File: config.mk
export PLATFORM = sky130hd
export DESIGN_NAME = eth_mac_tx_arbiter_flat
export DESIGN_NICKNAME = d
export VERILOG_FILES = /design/src/rtl/eth_mac_tx_arbiter_pkg.sv /design/src/rtl/eth_mac_tx_arbiter_if.sv /design/src/rtl/eth_mac_tx_arbiter_rr.sv /design/src/rtl/eth_mac_tx_arbiter.sv /design/src/flat_wrapper.sv
export SDC_FILE = /design/constraint.sdc
export NUM_CORES = 1
export LEC_CHECK = 0
export CORE_ASPECT_RATIO = 0.6
export CORE_MARGIN = 3
export CORE_UTILIZATION = 24
export DETAILED_ROUTE_END_ITERATION = 6
export REMOVE_ABC_BUFFERS = 1
export SYNTH_ARGS = -nofsm -noshare
export SYNTH_HDL_FRONTEND = slang
export SYNTH_SLANG_ARGS = --single-unit
File: constraint.sdc
create_clock -name tx_mac_aclk -period 3.18 [get_ports tx_mac_aclk]
set_clock_uncertainty 0.05 [all_clocks]
set_input_delay 0.636 -clock tx_mac_aclk [delete_from_list [all_inputs] [get_ports tx_mac_aclk]]
set_output_delay 0.636 -clock tx_mac_aclk [all_outputs]
set_load 0.02 [all_outputs]
File: src/rtl/eth_mac_tx_arbiter_pkg.sv
`default_nettype none
// ==========================================================================
// eth_mac_pkg : shared state encoding, arbitration modes and width helper
//               for the MAC TX frame arbiter.                  Rev 1.0
// ==========================================================================
package eth_mac_pkg;

  typedef enum logic [1:0] {
    ST_IDLE  = 2'd0,
    ST_XFER  = 2'd1,
    ST_ABORT = 2'd2,
    ST_DRAIN = 2'd3
  } arb_state_e;

  localparam logic ARB_RR   = 1'b0;
  localparam logic ARB_PRIO = 1'b1;

  // Width of an index/counter, never narrower than one bit.
  function automatic int clog2_min1(input int n);
    return (n <= 1) ? 1 : $clog2(n);
  endfunction

endpackage
`default_nettype wire

File: src/rtl/eth_mac_tx_arbiter_if.sv
`default_nettype none
// ==========================================================================
// eth_mac_tx_arbiter_if : bundled source/sink streams and status of the
//                         MAC TX frame arbiter.                Rev 1.0
// ==========================================================================
interface eth_mac_tx_arbiter_if
  import eth_mac_pkg::*;
#(
  parameter int C_NUM_CH     = 4,
  parameter int C_DATA_WIDTH = 8
);
  localparam int GW = clog2_min1(C_NUM_CH);

  logic [C_NUM_CH-1:0]              ch_enable;
  logic [C_NUM_CH*C_DATA_WIDTH-1:0] s_axis_tdata;
  logic [C_NUM_CH-1:0]              s_axis_tvalid;
  logic [C_NUM_CH-1:0]              s_axis_tlast;
  logic [C_NUM_CH-1:0]              s_axis_tready;
  logic [C_DATA_WIDTH-1:0]          m_axis_tdata;
  logic                             m_axis_tvalid;
  logic                             m_axis_tlast;
  logic                             m_axis_tuser;
  logic                             m_axis_tready;
  logic [GW-1:0]                    grant_ch;
  logic                             busy;
  logic                             abort_pulse;

  modport slave (
    input  ch_enable, s_axis_tdata, s_axis_tvalid, s_axis_tlast, m_axis_tready,
    output s_axis_tready, m_axis_tdata, m_axis_tvalid, m_axis_tlast, m_axis_tuser,
           grant_ch, busy, abort_pulse
  );

  modport master (
    output ch_enable, s_axis_tdata, s_axis_tvalid, s_axis_tlast, m_axis_tready,
    input  s_axis_tready, m_axis_tdata, m_axis_tvalid, m_axis_tlast, m_axis_tuser,
           grant_ch, busy, abort_pulse
  );

endinterface
`default_nettype wire

File: src/rtl/eth_mac_tx_arbiter_rr.sv
`default_nettype none
// ==========================================================================
// eth_rr_arbiter : combinational round-robin / fixed-priority picker;
//                  the previous grant is held by the parent.   Rev 1.0
// ==========================================================================
module eth_rr_arbiter
  import eth_mac_pkg::*;
#(
  parameter int C_NUM_CH = 4,
  parameter int GW       = clog2_min1(C_NUM_CH)
) (
  input  logic [C_NUM_CH-1:0] req,
  input  logic [GW-1:0]       last_grant,
  input  logic                mode,
  output logic [C_NUM_CH-1:0] grant_onehot,
  output logic [GW-1:0]       grant_idx
);

  int            idx;
  logic [GW-1:0] pos;

  // Candidates are scanned from lowest to highest precedence so the last
  // match written is the winner.
  always_comb begin
    grant_onehot = '0;
    grant_idx    = '0;
    idx          = 0;
    pos          = '0;
    for (int k = C_NUM_CH; k >= 1; k--) begin
      if (mode == ARB_PRIO) begin
        idx = k - 1;
      end else begin
        idx = int'(last_grant) + k;
        if (idx >= C_NUM_CH) begin
          idx = idx - C_NUM_CH;
        end
      end
      pos = GW'(idx);
      if (req[pos]) begin
        grant_onehot      = '0;
        grant_onehot[pos] = 1'b1;
        grant_idx         = pos;
      end
    end
  end

endmodule
`default_nettype wire

File: src/rtl/eth_mac_tx_arbiter.sv
`default_nettype none
// ==========================================================================
// eth_mac_tx_arbiter : merges N AXI-Stream sources into the MAC TX stream
//                      frame by frame, with idle-timeout abort. Rev 1.0
// ==========================================================================
module eth_mac_tx_arbiter
  import eth_mac_pkg::*;
#(
  parameter int C_NUM_CH     = 4,
  parameter int C_DATA_WIDTH = 8,
  parameter int C_ARB_MODE   = 0,
  parameter int C_TIMEOUT    = 1024
) (
  input  logic                tx_mac_aclk,
  input  logic                tx_mac_resetn,
  eth_mac_tx_arbiter_if.slave axis
);

  localparam int            GW          = clog2_min1(C_NUM_CH);
  localparam int            CW          = clog2_min1(C_TIMEOUT + 1);
  localparam logic [CW-1:0] TIMEOUT_VAL = CW'(C_TIMEOUT);
  localparam bit            TIMEOUT_EN  = (C_TIMEOUT != 0);
  localparam logic          MODE        = (C_ARB_MODE != 0) ? ARB_PRIO : ARB_RR;

  localparam logic [1:0] S_IDLE  = ST_IDLE;
  localparam logic [1:0] S_XFER  = ST_XFER;
  localparam logic [1:0] S_ABORT = ST_ABORT;
  localparam logic [1:0] S_DRAIN = ST_DRAIN;

  logic [1:0]              state;
  logic [GW-1:0]           grant;
  logic [GW-1:0]           last_grant;
  logic [CW-1:0]           idle_cnt;
  logic [CW-1:0]           idle_cnt_inc;
  logic                    timeout_hit;

  logic [C_NUM_CH-1:0]     req;
  logic [C_NUM_CH-1:0]     arb_onehot;
  logic [GW-1:0]           arb_idx;

  logic [C_DATA_WIDTH-1:0] ch_data [C_NUM_CH];
  logic [C_DATA_WIDTH-1:0] g_data;
  logic                    g_valid;
  logic                    g_last;

  logic [C_NUM_CH-1:0]     out_ready;
  logic [C_DATA_WIDTH-1:0] out_data;
  logic                    out_valid;
  logic                    out_last;
  logic                    out_user;
  logic                    out_abort;

  for (genvar i = 0; i < C_NUM_CH; i++) begin : g_unpack
    assign ch_data[i] = axis.s_axis_tdata[i*C_DATA_WIDTH +: C_DATA_WIDTH];
  end

  assign req     = axis.s_axis_tvalid & axis.ch_enable;
  assign g_data  = ch_data[grant];
  assign g_valid = axis.s_axis_tvalid[grant];
  assign g_last  = axis.s_axis_tlast[grant];

  eth_rr_arbiter #(
    .C_NUM_CH (C_NUM_CH),
    .GW       (GW)
  ) u_arb (
    .req          (req),
    .last_grant   (last_grant),
    .mode         (MODE),
    .grant_onehot (arb_onehot),
    .grant_idx    (arb_idx)
  );

  // Saturating so a long stall can never wrap back below the threshold.
  assign idle_cnt_inc = (idle_cnt == TIMEOUT_VAL) ? idle_cnt : idle_cnt + 1'b1;
  assign timeout_hit  = TIMEOUT_EN && !g_valid && (idle_cnt_inc == TIMEOUT_VAL);

  always_ff @(posedge tx_mac_aclk or negedge tx_mac_resetn) begin
    if (!tx_mac_resetn) begin
      state      <= S_IDLE;
      grant      <= '0;
      last_grant <= GW'(C_NUM_CH - 1);
      idle_cnt   <= '0;
    end else begin
      case (state)
        S_IDLE: begin
          if (|arb_onehot) begin
            grant    <= arb_idx;
            idle_cnt <= '0;
            state    <= S_XFER;
          end
        end
        S_XFER: begin
          idle_cnt <= g_valid ? '0 : idle_cnt_inc;
          if (g_valid && g_last && axis.m_axis_tready) begin
            last_grant <= grant;
            state      <= S_IDLE;
          end else if (timeout_hit) begin
            state <= S_ABORT;
          end
        end
        S_ABORT: begin
          if (axis.m_axis_tready) begin
            state <= S_DRAIN;
          end
        end
        S_DRAIN: begin
          if (g_valid && g_last) begin
            last_grant <= grant;
            state      <= S_IDLE;
          end
        end
        default: state <= S_IDLE;
      endcase
    end
  end

  always_comb begin
    out_ready = '0;
    out_data  = '0;
    out_valid = 1'b0;
    out_last  = 1'b0;
    out_user  = 1'b0;
    out_abort = 1'b0;
    case (state)
      S_XFER: begin
        out_data         = g_data;
        out_valid        = g_valid;
        out_last         = g_last;
        out_ready[grant] = axis.m_axis_tready;
      end
      S_ABORT: begin
        out_valid = 1'b1;
        out_last  = 1'b1;
        out_user  = 1'b1;
        out_abort = axis.m_axis_tready;
      end
      S_DRAIN: begin
        out_ready[grant] = 1'b1;
      end
      default: ;
    endcase
  end

  assign axis.s_axis_tready = out_ready;
  assign axis.m_axis_tdata  = out_data;
  assign axis.m_axis_tvalid = out_valid;
  assign axis.m_axis_tlast  = out_last;
  assign axis.m_axis_tuser  = out_user;
  assign axis.abort_pulse   = out_abort;
  assign axis.grant_ch      = grant;
  assign axis.busy          = (state != S_IDLE);

endmodule
`default_nettype wire

File: src/flat_wrapper.sv
// flat-port wrapper written by rule: the top's interface ports become plain ports
module eth_mac_tx_arbiter_flat import eth_mac_pkg::*;
#(
  parameter int C_NUM_CH     = 4,
  parameter int C_DATA_WIDTH = 8,
  parameter int C_ARB_MODE   = 0,
  parameter int C_TIMEOUT    = 1024
)
  (tx_mac_aclk, tx_mac_resetn, axis_ch_enable, axis_s_axis_tdata, axis_s_axis_tvalid, axis_s_axis_tlast, axis_m_axis_tready, axis_s_axis_tready, axis_m_axis_tdata, axis_m_axis_tvalid, axis_m_axis_tlast, axis_m_axis_tuser, axis_grant_ch, axis_busy, axis_abort_pulse);
  eth_mac_tx_arbiter_if #(.C_NUM_CH(C_NUM_CH), .C_DATA_WIDTH(C_DATA_WIDTH)) axis_i ();
  input  logic tx_mac_aclk;
  input  logic tx_mac_resetn;
  input wire logic [$bits(axis_i.ch_enable)-1:0] axis_ch_enable;
  input wire logic [$bits(axis_i.s_axis_tdata)-1:0] axis_s_axis_tdata;
  input wire logic [$bits(axis_i.s_axis_tvalid)-1:0] axis_s_axis_tvalid;
  input wire logic [$bits(axis_i.s_axis_tlast)-1:0] axis_s_axis_tlast;
  input wire logic [$bits(axis_i.m_axis_tready)-1:0] axis_m_axis_tready;
  output wire logic [$bits(axis_i.s_axis_tready)-1:0] axis_s_axis_tready;
  output wire logic [$bits(axis_i.m_axis_tdata)-1:0] axis_m_axis_tdata;
  output wire logic [$bits(axis_i.m_axis_tvalid)-1:0] axis_m_axis_tvalid;
  output wire logic [$bits(axis_i.m_axis_tlast)-1:0] axis_m_axis_tlast;
  output wire logic [$bits(axis_i.m_axis_tuser)-1:0] axis_m_axis_tuser;
  output wire logic [$bits(axis_i.grant_ch)-1:0] axis_grant_ch;
  output wire logic [$bits(axis_i.busy)-1:0] axis_busy;
  output wire logic [$bits(axis_i.abort_pulse)-1:0] axis_abort_pulse;
  assign axis_i.ch_enable = axis_ch_enable;
  assign axis_i.s_axis_tdata = axis_s_axis_tdata;
  assign axis_i.s_axis_tvalid = axis_s_axis_tvalid;
  assign axis_i.s_axis_tlast = axis_s_axis_tlast;
  assign axis_i.m_axis_tready = axis_m_axis_tready;
  assign axis_s_axis_tready = axis_i.s_axis_tready;
  assign axis_m_axis_tdata = axis_i.m_axis_tdata;
  assign axis_m_axis_tvalid = axis_i.m_axis_tvalid;
  assign axis_m_axis_tlast = axis_i.m_axis_tlast;
  assign axis_m_axis_tuser = axis_i.m_axis_tuser;
  assign axis_grant_ch = axis_i.grant_ch;
  assign axis_busy = axis_i.busy;
  assign axis_abort_pulse = axis_i.abort_pulse;
  eth_mac_tx_arbiter #(.C_NUM_CH(C_NUM_CH), .C_DATA_WIDTH(C_DATA_WIDTH), .C_ARB_MODE(C_ARB_MODE), .C_TIMEOUT(C_TIMEOUT)) u_core (.tx_mac_aclk(tx_mac_aclk), .tx_mac_resetn(tx_mac_resetn), .axis(axis_i));
endmodule
==> deck_impl_summary.md <==
Implementation Results

Finish
  • Final-layout clock-cell area share: 2.81%
  • Storage element area: 428 sq um
  • Signal buffers: 79
  • Sequential share of cell area: 15.2%
  • Clkbuf count: 4
  • Leading cell kind: logic gates
  • Antenna Cells: 0
  • Layout area overhead: 42.3%
  • Signal inverters: 9
  • Most instantiated logic cells after routing: clkdlybuf4s50_1 (64), o31ai_1 (19), dfrtp_1 (15)
  • Signal buffers share of area: 27.0%
  • Reg with most FFs: u_core.idle_cnt

STA
  • Fin. Hold Viols: 0
  • RSZ-0062 raised after global routing: no
  • Slew headroom: 46.2%
  • Final setup vio count: 0
  • Fin crit period: 3.03 ns
  • Fmax achieved: 0.330 GHz

Hold path
  • Hold Path Class: flop to flop

Floorplanning
  • Core Region: roughly 7600 sq um
  • I/O pin cnt: roughly 66
  • Die width: 123 um
  • Starting Density: 26.0%

Critical path
  • CP arrival: 3.12 ns
  • CP Class: primary input to flop
  • Crit start category: primary input
  • Worst endpoint required time: 3.27 ns
  • Max FO, Critical Path: 9
  • CP max stage delay: 0.56 ns
  • Crit path capture type: flop

Synth
  • Most common cell in the synthesized netlist: o31ai_1
  • Ys flops: 17
  • Commonest cells in the synthesized netlist: o31ai_1 (19), dfrtp_1 (15), ha_1 (14), and2_1 (13)
  • Async SR Flop Fraction: 100%
  • Seq share, synth: about 22%
  • Yosys warns: 0
  • Area leader, netlist: dfrtp_1
  • Main flop type: dfrtp_1

Detailed routing
  • First drt pass iteration count: 4
  • Starting DRC count in detailed routing: 131
  • Drt total wl: 5.64 mm

GRT
  • Vias in the first global route: between 1500 and 2000
  • GR Util met3: between 2 and 2.5%
  • Most Crowded Layer GR: met1
  • First-pass GRT wire length: 9.32 mm
  • Overflow after GRT: 0
  • Met1 usage: 18.6%
  • Gr usage total: 12.0%

Job
  • Max-cap violations: 0

Run status
  • Run status: complete, no violations

Clocking
  • Post-CTS Hold Fix Bufs: 0
  • H-tree levels: 1
  • Clock Latency Late Sink: 0.25 ns
  • Clock transition at path regs: 0.05 ns
  • Post-CTS Resized: 1

Placed design
  • Post-DP HPWL: 4.49 mm

Power
  • Leak: 1.13 nW
  • VDD IR max: 0.252 mV
## logic make-up (layout without fill, tap and decap cells)
logic type	count (synthesis)	after routing	synth area share (%)
adders and majority gates	14	14	8.88
and+or+nand+nor	78	78	22.4
DFF	17	17	21.7
muxes	18	18	17.2
xor gates and xnor gates	2	2	0.888
buffers and inverters	27	92	8.24
AOI/OAI and AO/OA	56	56	20.7
## through the flow
stage	worst slack [ns]	hold slack [ns]	instance area, sq um	power, mW	std cells
3_5_place_dp	-0.0763	0.502	2730	1.67	377
3_3_place_gp	-0.0213	0.487	2730	1.66	377
4_1_cts	0.0475	0.512	2810	1.93	381
6_report	0.148	0.505	2810	1.92	381
2_1_floorplan	0.355	0.290	1840	1.12	194
5_1_grt	0.0000402	0.573	2810	2.07	381
## final timing paths
check | endpoint | from | depth (start not counted) | slack (ns)
hold / removal | u_core.idle_cnt[10] | u_core.idle_cnt[10] | 2 | 0.50
max in group asynchronous | u_core.axis.grant_ch[1] | tx_mac_resetn | 1 | 1.77
setup / recovery | u_core.idle_cnt[7] | axis_s_axis_tvalid[3] | 7 | 0.15
min in group asynchronous | u_core.idle_cnt[8] | tx_mac_resetn | 1 | 0.81
setup reg to reg | u_core.idle_cnt[7] | u_core.last_grant[0] | 7 | 0.28
hold reg to reg | u_core.idle_cnt[10] | u_core.idle_cnt[10] | 2 | 0.50
## routing by layer
| layer | wire length, um | vias to the layer above |
|---|---|---|
| met5 | 0 | - |
| met4 | 21 | 0 |
| met3 | 475 | 2 |
| met2 | 2370 | 59 |
| met1 | 2780 | 924 |
| li1 | - | 941 |
## where the power goes
part / switching [mW] / internal (mW)
Sequential: 0.0882 / 0.268
Clock: 0.0844 / 0.170
Combinational: 0.662 / 0.648
**Clock network drawn from the DEF**

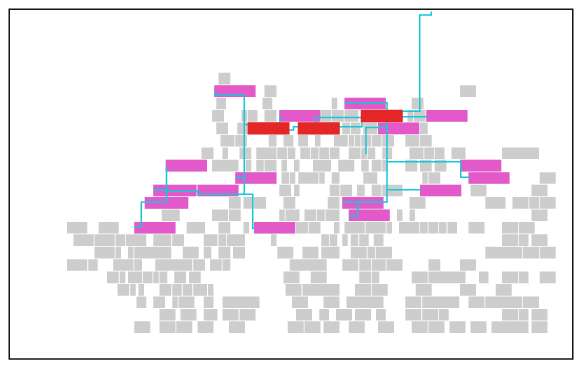
- red: cells driving clock nets (count 3)
- cyan: clock wires (length 265 um)
- magenta: flip-flops (count 17)
- routed clock nets: 4

**Supply network**

Pins as bars on the die edge. Tap cells in gray.
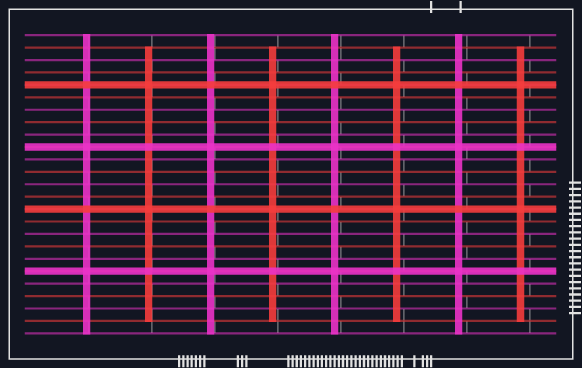
- magenta: VSS
- red: VDD
- met5 straps: 4
- met1 rails: 25

Power figures rest on the tool's default switching activity, not on a simulated workload.
